`src/rtl/dmaunibus.sv`:
```
// dmaunibus - ARM-commanded Unibus master (initiator).
//
// The ARM loads an address, optional data and a command word. The block then
// requests the bus with NPR, acknowledges the grant with SACK, takes BBSY and
// runs a single DATI, DATO or DATOB cycle. The result is left in the ARM
// registers.
//
// Ports
//   CLOCK, RESET          system clock; synchronous active-high reset
//   armwrite/armwaddr/armwdata  ARM register write port (one-clock strobe)
//   armraddr/armrdata     ARM register read port (read data is combinational)
//   a/c/d_out_h           address, cycle type and write data driven during bus tenure
//   d_in_h                data returned by the slave
//   npr_out_h/npg_in_h    non-processor request and grant
//   sack_out_h            selection acknowledge
//   bbsy_in_h/bbsy_out_h  bus busy: from the other master / from this master
//   msyn_out_h/ssyn_in_h  master and slave sync
//   init_in_h             Unibus INIT; aborts a cycle that is in progress
//
// ARM registers
//   0  32'h444D1001 identification
//   1  {busy, write, byte, tmo, abt, 9'b0, addr[17:0]}   command / status
//   2  {16'b0, data[15:0]}                               write data / read result
//   3  32'hDEADBEEF
module dmaunibus #(
    parameter int DESKEW  = 15,    // clocks A/C/D are stable before MSYN (>= 1)
    parameter int TIMEOUT = 1000,  // clocks MSYN waits for SSYN (>= 1)
    parameter int HOLD    = 8      // clocks A/C/D are held after SSYN clears
) (
    input  logic        CLOCK,
    input  logic        RESET,
    input  logic        armwrite,
    input  logic [1:0]  armraddr,
    input  logic [1:0]  armwaddr,
    input  logic [31:0] armwdata,
    output logic [31:0] armrdata,
    output logic [17:0] a_out_h,
    output logic [1:0]  c_out_h,
    output logic [15:0] d_out_h,
    input  logic [15:0] d_in_h,
    output logic        npr_out_h,
    input  logic        npg_in_h,
    output logic        sack_out_h,
    input  logic        bbsy_in_h,
    output logic        bbsy_out_h,
    output logic        msyn_out_h,
    input  logic        ssyn_in_h,
    input  logic        init_in_h
);

    typedef enum logic [2:0] {
        ST_IDLE,
        ST_NPRREQ,
        ST_GRANTED,
        ST_SETUP,
        ST_MSYN,
        ST_RELEASE
    } state_t;

    localparam logic [15:0] DESKEW_LAST = 16'(DESKEW - 1);
    localparam logic [15:0] TMO_LAST    = 16'(TIMEOUT - 1);
    localparam logic [15:0] HOLD_CNT    = 16'(HOLD);

    state_t      state_q, state_d;
    logic [15:0] cnt_q, cnt_d;
    logic        busy_q, busy_d;
    logic        write_q, write_d;
    logic        byte_q, byte_d;
    logic        tmo_q, tmo_d;
    logic        abt_q, abt_d;
    logic [17:0] addr_q, addr_d;
    logic [15:0] data_q, data_d;

    // Command word bits 28:18 have no function.
    logic unused_wdata;
    assign unused_wdata = ^armwdata[28:18];

    always_comb begin
        state_d = state_q;
        cnt_d   = cnt_q;
        busy_d  = busy_q;
        write_d = write_q;
        byte_d  = byte_q;
        tmo_d   = tmo_q;
        abt_d   = abt_q;
        addr_d  = addr_q;
        data_d  = data_q;

        // Register writes are accepted only while no command is outstanding,
        // so the values driven onto the bus cannot change mid-cycle.
        if (armwrite && !busy_q) begin
            case (armwaddr)
                2'd1: begin
                    write_d = armwdata[30];
                    byte_d  = armwdata[29];
                    addr_d  = armwdata[17:0];
                    tmo_d   = 1'b0;
                    abt_d   = 1'b0;
                    busy_d  = armwdata[31];
                end
                2'd2: data_d = armwdata[15:0];
                default: ;
            endcase
        end

        // cnt_q is shared: deskew count in SETUP, timeout in MSYN, hold in RELEASE.
        case (state_q)
            ST_IDLE: begin
                if (busy_q) state_d = ST_NPRREQ;
            end
            ST_NPRREQ: begin
                if (npg_in_h) state_d = ST_GRANTED;
            end
            ST_GRANTED: begin
                // Take the bus only once the grant is gone and the previous master is off.
                if (!npg_in_h && !bbsy_in_h && !ssyn_in_h) begin
                    state_d = ST_SETUP;
                    cnt_d   = '0;
                end
            end
            ST_SETUP: begin
                if (cnt_q == DESKEW_LAST) begin
                    state_d = ST_MSYN;
                    cnt_d   = '0;
                end else begin
                    cnt_d = cnt_q + 16'd1;
                end
            end
            ST_MSYN: begin
                if (ssyn_in_h) begin
                    if (!write_q) data_d = d_in_h;
                    state_d = ST_RELEASE;
                    cnt_d   = '0;
                end else if (cnt_q == TMO_LAST) begin
                    tmo_d   = 1'b1;
                    state_d = ST_RELEASE;
                    cnt_d   = '0;
                end else if (cnt_q != 16'hFFFF) begin
                    cnt_d = cnt_q + 16'd1;
                end
            end
            ST_RELEASE: begin
                // Hold count restarts while the slave still asserts SSYN.
                if (ssyn_in_h) begin
                    cnt_d = '0;
                end else if (cnt_q == HOLD_CNT) begin
                    state_d = ST_IDLE;
                    busy_d  = 1'b0;
                end else begin
                    cnt_d = cnt_q + 16'd1;
                end
            end
            default: state_d = ST_IDLE;
        endcase

        // INIT drops everything; a command write in the same clock is already
        // blocked by busy_q.
        if (init_in_h && state_q != ST_IDLE) begin
            state_d = ST_IDLE;
            busy_d  = 1'b0;
            abt_d   = 1'b1;
            cnt_d   = '0;
        end
    end

    always_ff @(posedge CLOCK) begin
        if (RESET) begin
            state_q <= ST_IDLE;
            cnt_q   <= '0;
            busy_q  <= 1'b0;
            write_q <= 1'b0;
            byte_q  <= 1'b0;
            tmo_q   <= 1'b0;
            abt_q   <= 1'b0;
            addr_q  <= '0;
            data_q  <= '0;
        end else begin
            state_q <= state_d;
            cnt_q   <= cnt_d;
            busy_q  <= busy_d;
            write_q <= write_d;
            byte_q  <= byte_d;
            tmo_q   <= tmo_d;
            abt_q   <= abt_d;
            addr_q  <= addr_d;
            data_q  <= data_d;
        end
    end

    // Bus outputs decode straight from the state register, so any return to
    // IDLE (normal end, INIT, RESET) clears them on the same clock.
    always_comb begin
        npr_out_h  = 1'b0;
        sack_out_h = 1'b0;
        bbsy_out_h = 1'b0;
        msyn_out_h = 1'b0;
        a_out_h    = '0;
        c_out_h    = '0;
        d_out_h    = '0;
        case (state_q)
            ST_NPRREQ:  npr_out_h  = 1'b1;
            ST_GRANTED: sack_out_h = 1'b1;
            ST_SETUP, ST_MSYN, ST_RELEASE: begin
                bbsy_out_h = 1'b1;
                msyn_out_h = (state_q == ST_MSYN);
                a_out_h    = addr_q;
                // A byte read is issued as a word DATI.
                c_out_h    = {write_q, write_q & byte_q};
                // For DATOB software already placed the byte in its lane.
                d_out_h    = write_q ? data_q : 16'h0000;
            end
            default: ;
        endcase
    end

    always_comb begin
        case (armraddr)
            2'd0:    armrdata = 32'h444D1001;
            2'd1:    armrdata = {busy_q, write_q, byte_q, tmo_q, abt_q, 9'b0, addr_q};
            2'd2:    armrdata = {16'b0, data_q};
            default: armrdata = 32'hDEADBEEF;
        endcase
    end

endmodule

```
`config.mk`:
```
export PLATFORM = sky130hd
export DESIGN_NAME = dmaunibus
export DESIGN_NICKNAME = d
export VERILOG_FILES = /design/src/rtl/dmaunibus.sv
export SDC_FILE = /design/constraint.sdc
export NUM_CORES = 1
export LEC_CHECK = 0
export CAP_MARGIN = 10
export CORE_ASPECT_RATIO = 2
export CORE_MARGIN = 5
export CORE_UTILIZATION = 34
export CTS_CLUSTER_SIZE = 12
export DETAILED_ROUTE_END_ITERATION = 12
export GPL_TIMING_DRIVEN = 0
export PLACE_DENSITY = 0.76
export SYNTH_ARGS = -nofsm -noshare
export SYNTH_HDL_FRONTEND = slang
export SYNTH_SLANG_ARGS = --single-unit
```
`constraint.sdc`:
```
create_clock -name CLOCK -period 2.1 [get_ports CLOCK]
set_input_delay 0.525 -clock CLOCK [delete_from_list [all_inputs] [get_ports CLOCK]]
set_output_delay 0.525 -clock CLOCK [all_outputs]
set_load 0.05 [all_outputs]
```
==> flow_summary.yaml <==
# flow metrics
synthesis:
  ys_cells: 422
  yosys_area_um2: 3330
  topCellsByArea: "dfxtp_1 35%, nand2_1 7.5%, mux2i_1 5.4%"
timing:
  finalSetupTns_ns: -3.06
  setup_viol_count_final: 46
  fin_ws_ns: -0.112
  slew_viol_final: 0
  skew_ns: 0.0148
  slew-limit-headroom: 0.570
  hold_viol: 0
layout:
  final_layout_size_suffix_gt1_frac: 0.410
  finalNetCount: 642
  area_delta_synth_final_pct: 78.6
clocking:
  cts_hold_buf: 0
  max-clock-path-buffers: 2
  cts_root_buffer: "clkbuf_16"
  clkTransAtPathRegs_ns: 0.05
  clock_sinks: 58
global_route:
  grt_overflow: 0
  grt_antenna_before_repair: 0
outcome:
  status: "complete, but fails checks"
  violations: "negative setup slack"
routing:
  drc: 0
  viasPerCell: 5.59
floorplan:
  die_h_um: 150
  ioPinCount: 131
  num_rows: 51
  dieArea_um2: 12000
pwr:
  powerDensity_nw_per_um2: 585
placement:
  port-buffer-count: 117
  dpl.hpwl_um: 9580
worst_setup_path:
  critical_path_class: "flip-flop to primary output"
==> flip-flops by register name, summed over array words and instances, names as in the netlist <==
name     cells
cnt_q       16
byte_q       1
data_q      16
abt_q        1
addr_q      18
tmo_q        1
state_q      3
write_q      1
busy_q       1
==> cell families (layout without fill, tap and decap cells) <==
family	count (synthesis)	count (layout)	share of synthesized area
AND-OR/OR-AND	77	78	0.161
flip-flops	58	58	0.348
AND/OR/NAND/NOR	205	205	0.314
multiplexers	18	18	0.0541
adder cells (fa/ha/maj)	7	7	0.0263
buffers and inverters	45	202	0.0668
XOR/XNOR	11	11	0.0289
other	1	2	0.00113
==> stage by stage <==
stage	cells	util	hold slack, ns
2_1_floorplan	423	-	0.436
3_3_place_gp	672	0.489	0.447
3_5_place_dp	672	0.489	0.450
4_1_cts	697	0.574	0.456
5_1_grt	713	0.614	0.477
6_report	713	0.614	0.454
==> critical path: stages, from the launching register on <==
cell and delay (ns):
dfxtp_2 0.31, buf_6 0.12, nor2b_4 0.14, a21o_4 0.28, buf_8 0.16, and2_2 0.20, buf_6 0.15
==> layout make-up <==
type,instances,area (µm²),area share
Multi-Input combinational cell,321,2350,0.395
Timing Repair Buffer,144,1550,0.261
Sequential cell,58,1180,0.198
Buffer,36,318,0.0534
Clock buffer,11,253,0.0425
Tap cell,132,165,0.0277
Clock inverter,5,100,0.0168
Inverter,6,30.0,0.00505
==> Yosys cell counts, types with 2 or more instances <==
cell,number
o31ai_1,2
and3b_1,2
nand3b_1,3
buf_4,7
xnor2_1,10
o21ai_0,3
inv_1,6
nor4bb_1,2
nor2_1,40
nor3_1,11
and4_1,2
nand2b_1,3
and3_1,17
nand2_1,67
buf_2,3
nand3_1,10
nor4_1,7
a211oi_1,16
a31oi_1,4
mux2i_1,18
and2_1,20
a32o_1,2
nor3b_1,2
nor2b_1,6
a21oi_1,26
clkbuf_1,25
or3_1,3
buf_6,3
ha_1,7
a221o_1,11
nand4_1,4
a21o_1,4
a22oi_1,5
dfxtp_1,58
==> power breakdown <==
part	total (mW)	leakage, nW	internal [mW]	switching, mW
Combinational	0.600	1.70	0.258	0.342
Clock	1.73	0.176	1.22	0.511
Sequential	1.15	0.476	1.13	0.0262
==> metal layers <==
| metal | global-route usage | up-vias |
|---|---|---|
| li1 | - | 1792 |
| met1 | 0.190 | 1878 |
| met2 | 0.433 | 231 |
| met3 | 0.0542 | 84 |
| met4 | 0.164 | 0 |
| met5 | 0 | - |
==> path summary, 6_finish.rpt <==
path         slack, ns  cells after the start                    start                    end
max              -0.11                      6  state_q[1]$_SDFFE_PP0P_            a_out_h[16]
min               0.45                      2         tmo_q$_SDFF_PP0_       tmo_q$_SDFF_PP0_
max reg2reg      -0.05                      8    cnt_q[6]$_SDFFE_PP0P_  cnt_q[4]$_SDFFE_PP0P_
min reg2reg       0.45                      2         tmo_q$_SDFF_PP0_       tmo_q$_SDFF_PP0_
==> repair_timing <==
item | CTS | global route
gates cloned | 5 | 3
gates resized | 528 | 85
buffers inserted | 6 | 14
setup endpoints to repair | 98 | 86
pin swaps | 14 | 25
**Zoomed window**

Region (25, 90) to (55, 120) µm. Cells in grey, sequential cells in the stronger grey; small squares are vias.
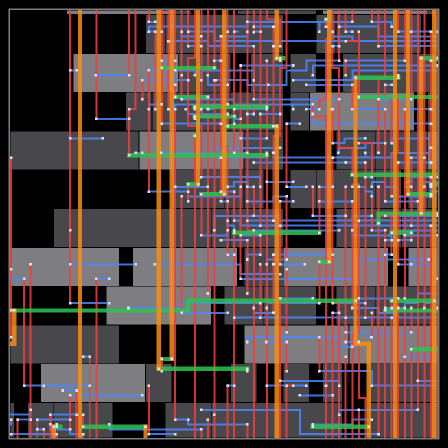
colour	layer
red	met2
blue	met1
green	met3
orange	met4
cells with their middle in the window	59
most frequent	nand2_1 (9), dfxtp_1 (9), a211oi_1 (5)
netlist names of flops here include	data_q (5), addr_q (2), cnt_q (2)
sequential cells in the window	10

**M1 wires**

Drawn at 3 px/µm. Supply wires on this layer in grey.
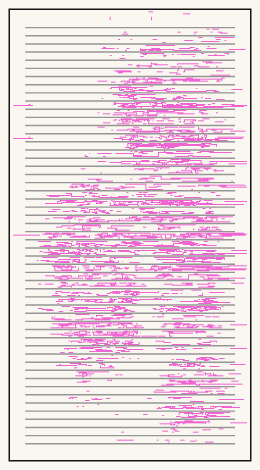
share of all routed wire	31%
wire length on this layer	4470 µm
main direction	horizontal
longest straight run	25.8 µm

**Routing congestion map**

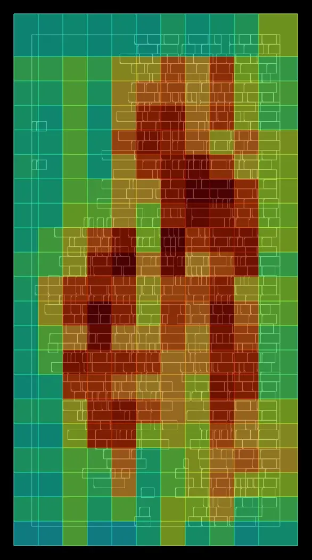
most used routing layer: met2
WL/cell: 20.5 µm
GR met3 Demand/Resource: 0.0542

**Gate families picked out**

Drawn at 4 px/µm.
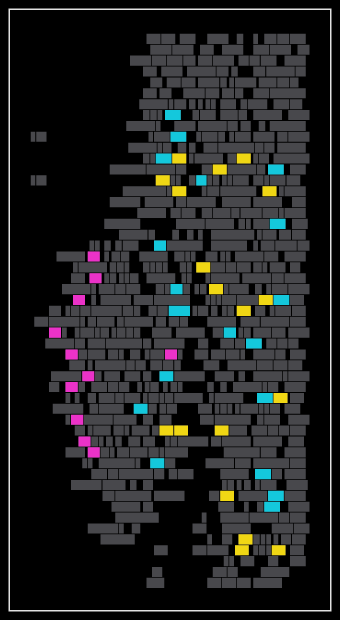
colour	family	cells	most used
magenta	XOR/XNOR gates	11	xnor2_1
cyan	AND-OR and OR-AND gates	19	a221o_2
yellow	multiplexers	18	mux2i_1
Comb/total area: 0.395
final cell count without fillers: 713
most used logic cell in the final layout: nand2_1

**Routed metal, one colour a layer**

Drawn at 3 px/µm. Only two layers are drawn.
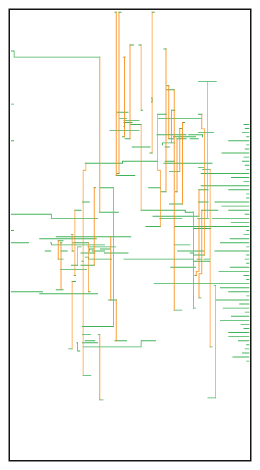
colour	layer	wire length
green	met3	946 µm
orange	met4	1140 µm

Power and IR drop assume default switching activity.
